**config.mk**
```make
export PLATFORM = sky130hd
export DESIGN_NAME = fifo_wr_arbiter
export DESIGN_NICKNAME = d
export VERILOG_FILES = /design/src/rtl/fifo_wr_arbiter.sv
export SDC_FILE = /design/constraint.sdc
export NUM_CORES = 1
export LEC_CHECK = 0
export CAP_MARGIN = 10
export CORE_MARGIN = 3
export CORE_UTILIZATION = 36
export DETAILED_ROUTE_END_ITERATION = 8
export HOLD_SLACK_MARGIN = 0.12
export PLACE_DENSITY = 0.93
export SYNTH_ARGS = -nofsm -noshare
export SYNTH_HDL_FRONTEND = slang
export SYNTH_SLANG_ARGS = --single-unit
```
**constraint.sdc**
```tcl
create_clock -name clk -period 3.7 [get_ports clk]
set_input_delay 0.74 -clock clk [delete_from_list [all_inputs] [get_ports clk]]
set_output_delay 0.74 -clock clk [all_outputs]
set_load 0.03 [all_outputs]
```
**src/rtl/fifo_wr_arbiter.sv**
```systemverilog
// Two-requester round-robin write arbiter for a shared FIFO, granting bursts of up to BURST_LEN beats.
// Define FIFO_ARB_STATS_EN to add saturating per-requester transfer counters (stat0/stat1).
module fifo_wr_arbiter #(
  parameter int DATA_WIDTH = 8,
  parameter int BURST_LEN  = 4
) (
  input  logic                    clk,
  input  logic                    reset_n,
  input  logic                    req0_valid,
  input  logic [2*DATA_WIDTH-1:0] req0_data,
  output logic                    req0_ready,
  input  logic                    req1_valid,
  input  logic [2*DATA_WIDTH-1:0] req1_data,
  output logic                    req1_ready,
  input  logic                    fifo_full,
  output logic                    fifo_wr,
  output logic [2*DATA_WIDTH-1:0] fifo_w_data,
  output logic [1:0]              grant
`ifdef FIFO_ARB_STATS_EN
  ,
  output logic [15:0]             stat0,
  output logic [15:0]             stat1
`endif
);

  localparam logic [3:0] LAST_BEAT = 4'(BURST_LEN - 1);

  // Encodings double as the one-hot grant output.
  typedef enum logic [1:0] {
    IDLE = 2'b00,
    OWN0 = 2'b01,
    OWN1 = 2'b10
  } state_t;

  state_t     state, state_nxt, own_state, other_state;
  logic [3:0] beat_cnt, beat_cnt_nxt;
  logic       rr_last, rr_last_nxt;
  logic       own_valid, other_valid, release_grant;

  assign grant = state;

  // NOTE: state registers use non-blocking assignments so every flop samples pre-edge values.
  always_ff @(posedge clk or negedge reset_n) begin
    if (!reset_n) begin
      state    <= IDLE;
      beat_cnt <= '0;
      rr_last  <= 1'b1;
    end else begin
      state    <= state_nxt;
      beat_cnt <= beat_cnt_nxt;
      rr_last  <= rr_last_nxt;
    end
  end

  always_comb begin
    // NOTE: every signal gets a default first so no path through the case infers a latch.
    state_nxt     = state;
    beat_cnt_nxt  = beat_cnt;
    rr_last_nxt   = rr_last;
    req0_ready    = 1'b0;
    req1_ready    = 1'b0;
    fifo_wr       = 1'b0;
    fifo_w_data   = req1_data;
    own_valid     = 1'b0;
    other_valid   = 1'b0;
    own_state     = IDLE;
    other_state   = IDLE;
    release_grant = 1'b0;

    case (state)
      IDLE: begin
        if (req0_valid && req1_valid) state_nxt = rr_last ? OWN0 : OWN1;
        else if (req0_valid)          state_nxt = OWN0;
        else if (req1_valid)          state_nxt = OWN1;
      end
      OWN0: begin
        req0_ready  = !fifo_full;
        fifo_wr     = req0_valid && !fifo_full;
        fifo_w_data = req0_data;
        own_valid   = req0_valid;
        other_valid = req1_valid;
        own_state   = OWN0;
        other_state = OWN1;
      end
      OWN1: begin
        req1_ready  = !fifo_full;
        fifo_wr     = req1_valid && !fifo_full;
        own_valid   = req1_valid;
        other_valid = req0_valid;
        own_state   = OWN1;
        other_state = OWN0;
      end
      default: state_nxt = IDLE;
    endcase

    // A stalled owner keeps its grant and count; only a dropped valid or the final beat releases it.
    if (state == OWN0 || state == OWN1) begin
      release_grant = !own_valid || (fifo_wr && beat_cnt == LAST_BEAT);
      if (release_grant) begin
        rr_last_nxt  = (state == OWN1);
        beat_cnt_nxt = '0;
        if (other_valid)    state_nxt = other_state;
        else if (own_valid) state_nxt = own_state;
        else                state_nxt = IDLE;
      end else if (fifo_wr) begin
        beat_cnt_nxt = beat_cnt + 4'd1;
      end
    end
  end

`ifdef FIFO_ARB_STATS_EN
  always_ff @(posedge clk or negedge reset_n) begin
    if (!reset_n) begin
      stat0 <= '0;
      stat1 <= '0;
    end else if (fifo_wr) begin
      if (state == OWN0 && stat0 != 16'hFFFF) stat0 <= stat0 + 16'd1;
      if (state == OWN1 && stat1 != 16'hFFFF) stat1 <= stat1 + 16'd1;
    end
  end
`endif

endmodule
```
run_1/layer_met1.png
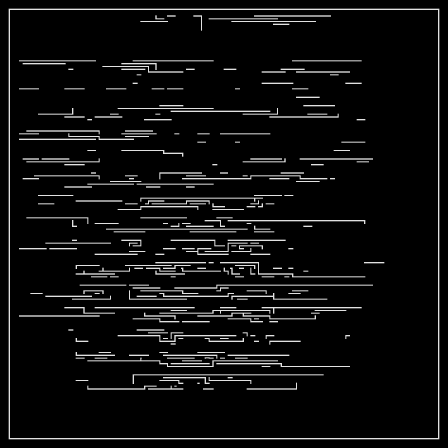
The layer carries 1030 um of wire. The layer holds 40% of the routed length. The longest straight run is 23.0 um.
met1 GRT Util: 23.9%
Routed Wire Length: 2590 um
vias: 838

run_1/layer_met2.png
The bar under the picture is 20 um long.
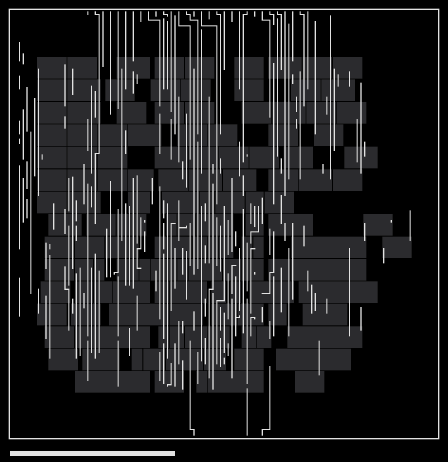
The longest straight run is 24.8 um. The layer holds 54% of the routed length. The layer carries 1410 um of wire. The wires run mostly vertical.
met2 Usage GRT: 37.0%

==> results.toml, run 1 <==
# implementation run metrics
[detailed_routing]
routedWlPerCell_um = 16.4
drtPass1Iterations = 4
drt_iter0_markers = 16
drc_errors = 0

[setup_path]
worstPathMaxFanout = 9
crit_top_cell = "clkdlybuf4s50_1"
cp_top_family = "buffers and inverters"
startpoint_type = "primary input"

[power]
power.total_uw = 721
powerDensity_nw_per_um2 = 523
comb_power_share_pct = 74.3
seqPwrFrac_pct = 16.1

[synthesis]
area_leaders = "mux2_2 25%, dfrtp_1 20%, ha_1 9.9%, mux2_4 5.9%, dfstp_2 3.5%"
synth_area_leader_cell = "mux2_2"
netlist-cell-type-count = 30
ys_chip_area_sq_um = 758

[finish]
area_growth_pct = 81.7
nFillCells = 118

[final_timing]
min_period_ns = 3.28
finalClockPeriodUsage_pct = 88.6
tightest_slew_ns = 0.717
setup_tns_ns = 0

[run]
drv_cap = 0

[cts]
clk_latency_ns = 0.26
clock_path_buffers = 2

[floorplanning]
num_io_pins = 58
die_h_um = 51.9

[status]
status = "finished clean"

[global_route]
antenna_found_initial = 0
run_1/layer_met3.png
The bar under the picture is 20 um long.
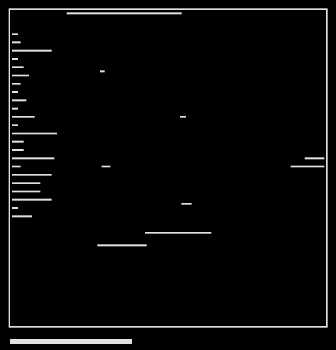
The layer holds 4.4% of the routed length. The longest straight run is 18.6 um. 29 nets have wire on it.

run_1/detail.png
The bar under the picture is 5 um long. Region (3, 29) to (23, 49) um. Cells in grey, sequential cells in the stronger grey; small squares are vias.
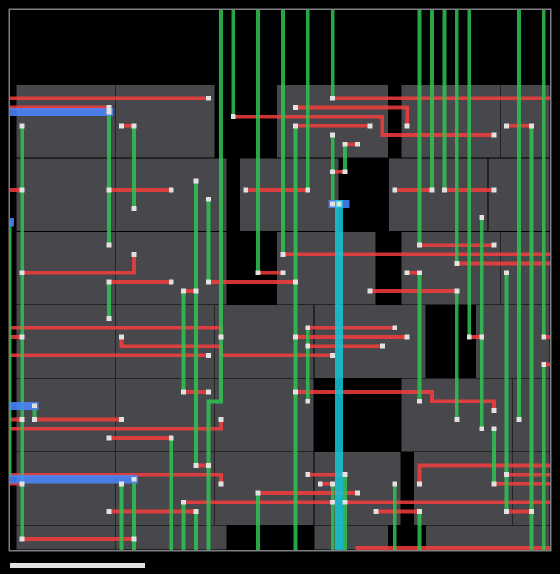
Key: metal 1 = red; metal 2 = green; metal 4 = cyan; metal 3 = blue
Most frequent: clkdlybuf4s50_1 (21), mux2_2 (5), o41ai_1 (1). Sequential cells in the window: 0. 27 logic cells have their middle in the window.

-- run 1: state kept, by name, summed over array words and instances (netlist names) --
signal	flops
beat_cnt	4
grant	2
rr_last	1
-- run 1: cells in the mapped netlist, types with 2 or more instances --
cell type  instances
o21ai_0            3
mux2_2            17
nand2_1            4
nor2b_1            2
nand2b_1           2
mux2_4             3
ha_1               6
dfrtp_1            6
nand3_1            3
inv_1              5
a22oi_1            2
o22ai_1            2
nor3_1             2
-- run 1: final timing paths --
kind / start / endpoint / slack (ns) / cells after the start
min reg2reg: beat_cnt[3] / beat_cnt[3] / 0.57 / 2
max in group asynchronous: reset_n / rr_last / 2.66 / 1
min in group asynchronous: reset_n / beat_cnt[2] / 0.74 / 1
max: req1_valid / fifo_wr / 0.42 / 5
max reg2reg: grant[0] / grant[0] / 1.59 / 6
min: beat_cnt[3] / beat_cnt[3] / 0.57 / 2
-- run 1: power groups by stage --
stage	registers [mW]	logic (mW)	clock network, mW
2_1_floorplan	0.126	0.338	0
3_3_place_gp	0.114	0.519	0
3_5_place_dp	0.116	0.530	0
4_1_cts	0.115	0.535	0.0699
5_1_grt	0.118	0.568	0.0760
6_report	0.116	0.535	0.0695
-- run 1: layout make-up --
type	count	area, sq um	share of cell area, %
timing repair buffer	57	571	41.4
multi-input combinational	60	554	40.2
sequential	7	176	12.8
tap	25	31.3	2.27
clock buffer	4	26.3	1.91
inverter	5	18.8	1.36
-- run 1: through the flow --
stage                     area (sq um)  utilization, %  cells
after floorplan                    758               -     74
after global placement            1350            72.7    154
after detailed placement          1350            72.7    154
after CTS                         1380            74.1    158
after global routing              1380            74.1    158
final                             1380            74.1    158
-- run 1: worst reg2reg max path, stage by stage (launching register included) --
cell and delay (ns):
dfrtp_1 0.42, inv_1 0.13, ha_1 0.27, a22oi_1 0.44, nand2_1 0.21, a21boi_4 0.20
mux2_4 0.32
-- run 1: cell families (layout without fill, tap and decap cells) --
logic type,after synthesis,in the layout,synth area share [%]
AND-OR/OR-AND,14,14,14.5
adder cells (fa/ha/maj),6,6,9.90
buffers and inverters,7,66,3.63
flip-flops,7,7,23.3
multiplexers,20,20,31.2
AND/OR/NAND/NOR,20,20,17.5
-- run 1: layer usage --
layer / vias to the layer above / routed length, um / GRT usage [%]
met5: - / 0 / 0
met4: 0 / 32 / 4.80
met3: 4 / 113 / 3.44
met2: 35 / 1410 / 37.0
met1: 399 / 1030 / 23.9
li1: 400 / - / -
-- run 1: cells in the final DEF (no fill, tap or decap), drive strengths merged, types with 2 or more instances in the layout --
master         netlist  final
a22oi                2      2
clkbuf               1      4
clkdlybuf4s50        0     57
dfrtp                6      6
ha                   6      6
inv                  5      5
mux2                20     20
nand2                4      4
nand2b               2      2
nand3                3      3
nor2b                2      2
nor3                 2      2
o21ai                3      3
o22ai                2      2
run_1/congestion.png
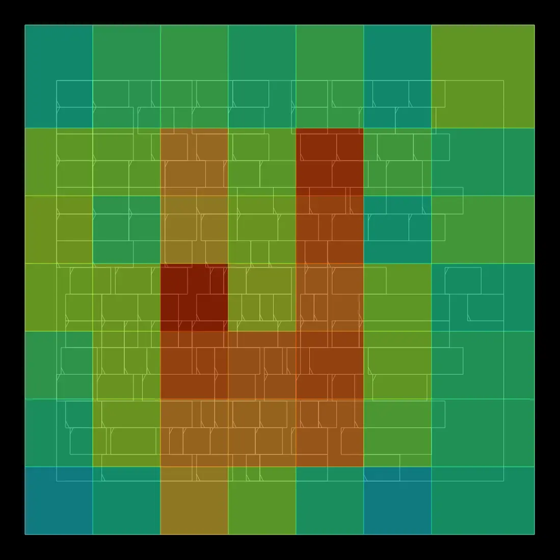

==> inputs of run 2 (changes only) <==
CORE_UTILIZATION = 30   (was 36)
PLACE_DENSITY = 0.84   (was 0.93)
clock period = 2.7 ns   (was 3.7 ns; I/O delays follow)
run_2/congestion.png
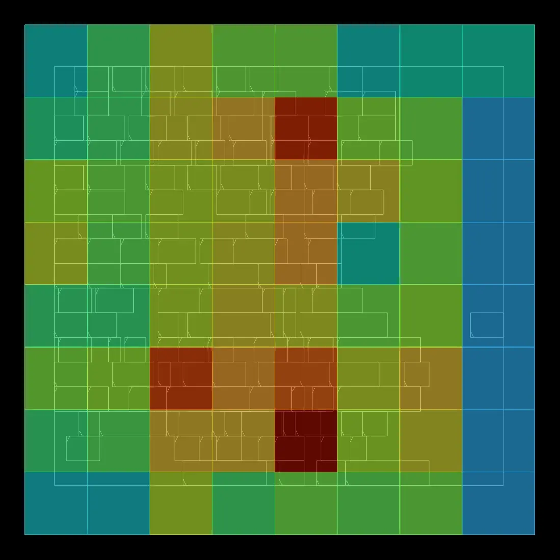
Global Route met3 Usage: 7.36%
fin util: 59.5%

run_2/layer_met1.png
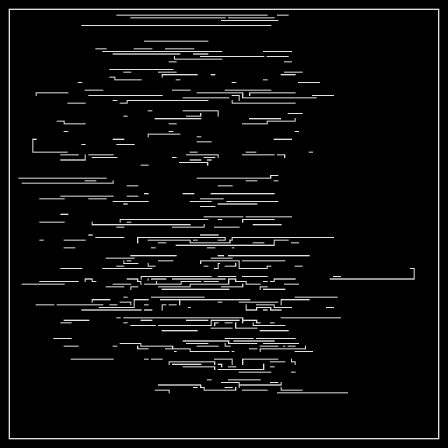
145 nets have wire on it. The wires run mostly horizontal.
vias: 868
Routed Wire Length: 2730 um
met1 GRT Util: 22.4%

==> results.toml, run 2 <==
# implementation run metrics
[cts]
clk_latency_ns = 0.26

[finish]
largest_reg_flops = 4
lay_top_cells = "40 x clkdlybuf4s50_1, 17 x mux2_2, 16 x dlygate4sd2_1"
nFillCells = 198
lay_top_count = "clkdlybuf4s50_1"
top_register = "beat_cnt"

[synthesis]
simple_gate_area_share_pct = 17.5
adder_share_pct = 9.90
mux_area_share_pct = 31.2
ys_chip_area_sq_um = 758
ys_sh_aoi_pct = 14.5
logic_family = "multiplexers"
synth_area_leader_cell = "mux2_2"
yosys.cell_count.top_type = "mux2_2"

[setup_path]
worstReg2RegStart = "grant[0]"
cp_top_family = "buffers and inverters"
worstPathMaxFanout = 5
startpoint_type = "register"
cp-startpoint = "grant[0]"

[global_route]
antenna_found_initial = 0

[detailed_routing]
drt-met1-wl_um = 1030
routedWlPerCell_um = 16.9
topRoutingLayerUsed = "met4"
drc_errors = 0
drt_iter0_markers = 34
wl_met2_um = 1390

[final_timing]
min_period_ns = 2.53
tightest_slew_ns = 0.603
setup_tns_ns = 0

[floorplanning]
die_h_um = 56.3
num_io_pins = 58

[run]
drv_cap = 0

[status]
status = "finished clean"
-- run 2: per-layer routing --
metal  track usage, %  vias to the layer above
met5                0                        -
met4             4.07                        0
met3             7.36                        6
met2             31.9                       51
met1             22.4                      412
li1                 -                      399
-- run 2: worst paths after layout --
| check | cells after the start | slack, ns | end |
|---|---|---|---|
| max | 4 | 0.17 | req1_ready |
| min | 1 | 0.54 | grant[0] |
| max reg2reg | 6 | 0.49 | grant[1] |
| min reg2reg | 1 | 0.54 | beat_cnt[0] |
| max in group asynchronous | 1 | 1.87 | rr_last |
| min in group clk | 1 | 0.54 | beat_cnt[0] |
-- run 2: cell type report --
cell class	count	area (sq um)	area share, %
timing repair buffer	58	556	40.7
multi-input combinational	60	554	40.6
sequential	7	176	12.9
tap	28	35.0	2.56
clock buffer	4	26.3	1.92
inverter	5	18.8	1.37
-- run 2: what timing repair did --
| action | 4_1_cts | 5_1_grt |
|---|---|---|
| hold buffers | 0 | 0 |
| gates resized | 16 | 0 |
| endpoints found under the setup margin | 16 | 0 |
-- run 2: stage by stage --
stage | cell area [sq um] | instances | power, mW | utilization, %
after floorplan | 758 | 74 | 0.636 | -
after global placement | 1360 | 158 | 0.877 | 59.2
after detailed placement | 1360 | 158 | 0.896 | 59.2
after CTS | 1370 | 162 | 0.964 | 59.5
after global routing | 1370 | 162 | 1.03 | 59.5
final | 1370 | 162 | 0.965 | 59.5
-- run 2: kinds of logic after synthesis --
kind of cell	Yosys count
and+or+nand+nor	20
AOI/OAI and AO/OA	14
adders and majority gates	6
muxes	20
buffers and inverters	7
DFF	7
-- run 2: where the power goes --
part / internal (mW) / switching [mW] / leakage [nW]
Combinational: 0.323 / 0.384 / 0.487
Clock: 0.0567 / 0.0436 / 0.0150
Sequential: 0.131 / 0.0259 / 0.0921
Total: 0.511 / 0.454 / 0.594
==> inputs of run 3 (changes only) <==
GPL_ROUTABILITY_DRIVEN = 0   (was not set)
SLEW_MARGIN = 10   (was not set)
run_3/layer_met2.png
The bar under the picture is 20 um long.
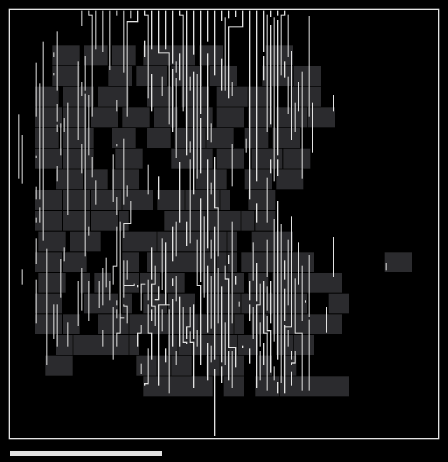
The longest straight run is 26.0 um. The layer holds 51% of the routed length.

==> results.toml, run 3 <==
# implementation run metrics
[status]
status = "finished clean"

[synthesis]
ys_sh_aoi_pct = 14.5
common_cells = "17 x mux2_2, 6 x dfrtp_1, 6 x ha_1"
adder_share_pct = 9.90
ys_sh_xor_pct = 0
netlist-cell-type-count = 30
logic_family = "multiplexers"

[finish]
largest_reg_flops = 4
area_growth_pct = 80.2

[detailed_routing]
drt_iter0_markers = 34
routedWlPerCell_um = 16.9
dr_total_vias = 868

[cts]
clk_latency_ns = 0.26
cts_hold_buf = 0
clock_path_buffers = 2

[global_route]
met3_usage_pct = 7.36
met1_usage_pct = 22.4

[run]
drv_cap = 0

[power]
powerDensity_nw_per_um2 = 706

[final_timing]
min_period_ns = 2.53
tightest_slew_ns = 0.603

[setup_path]
startpoint_type = "register"

[floorplanning]
num_io_pins = 58
run_3/detail.png
The bar under the picture is 5 um long. Region (4, 32) to (24, 52) um. Cells in grey, sequential cells in the stronger grey; small squares are vias.
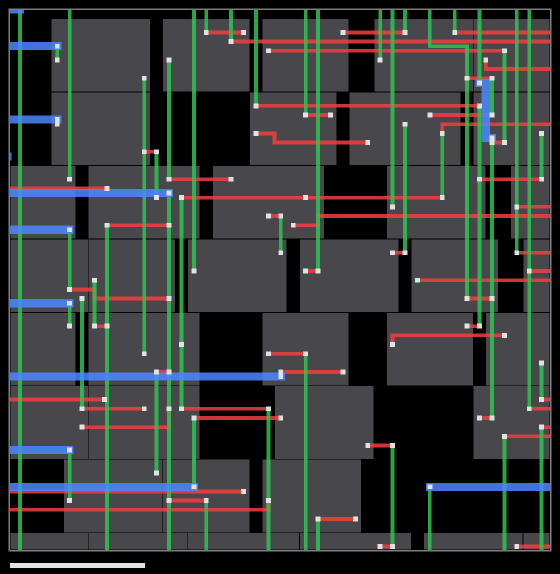
Key: metal 3 = blue; metal 1 = red; metal 2 = green
30 logic cells have their middle in the window. Most frequent: clkdlybuf4s50_1 (12), dlygate4sd2_1 (11), mux2_2 (7). Sequential cells in the window: 0.

-- run 3: cell counts after synthesis --
Identical to the previous run, type by type.
-- run 3: worst paths after layout --
check                                  from           to  slack [ns]  cells after the start
max in group asynchronous           reset_n      rr_last        1.87                      1
worst min register to register  beat_cnt[0]  beat_cnt[0]        0.54                      1
worst max register to register     grant[0]     grant[1]        0.49                      6
worst min-delay path                reset_n     grant[0]        0.54                      1
min in group clk                beat_cnt[0]  beat_cnt[0]        0.54                      1
worst max-delay path               grant[0]   req1_ready        0.17                      4
-- run 3: routing by layer --
| layer | vias up | share of wire, % |
|---|---|---|
| met3 | 6 | 10 |
| li1 | 399 | - |
| met1 | 412 | 38 |
| met2 | 51 | 51 |
| met4 | 0 | 1.2 |
| met5 | - | 0 |
-- run 3: timing repair --
action | 4_1_cts | 5_1_grt
buffers inserted | 0 | 0
hold endpoints to repair | 0 | 0
setup endpoints to repair | 16 | 0
resized | 16 | 0
-- run 3: final cells by class --
type / instances / area, sq um
sequential: 7 / 176
timing repair buffer: 58 / 556
inverter: 5 / 18.8
fill: 198 / 931
multi-input combinational: 60 / 554
clock buffer: 4 / 26.3
tap: 28 / 35.0
-- run 3: cells by family (layout without fill, tap and decap cells) --
family / Yosys count / after routing
simple gates: 20 / 20
mux: 20 / 20
fa+ha+maj: 6 / 6
flops: 7 / 7
buf+inv: 7 / 67
compound gates: 14 / 14
-- run 3: per-stage QoR --
step	hold WS (ns)	setup WS (ns)	utilization (%)	power (mW)	cell area [sq um]
after floorplan	0.244	0.388	-	0.636	758
after CTS	0.530	0.187	59.5	0.964	1370
after detailed placement	0.525	0.238	59.2	0.896	1360
after global placement	0.507	0.278	59.2	0.877	1360
after global routing	0.545	0.0726	59.5	1.03	1370
final	0.536	0.171	59.5	0.965	1370
-- run 3: power by group --
part           leakage, nW  internal, mW  switching, mW
clock network       0.0150        0.0567         0.0436
logic                0.487         0.323          0.384
registers           0.0921         0.131         0.0259
No activity file was given, so power comes from the tool's default toggle rates.
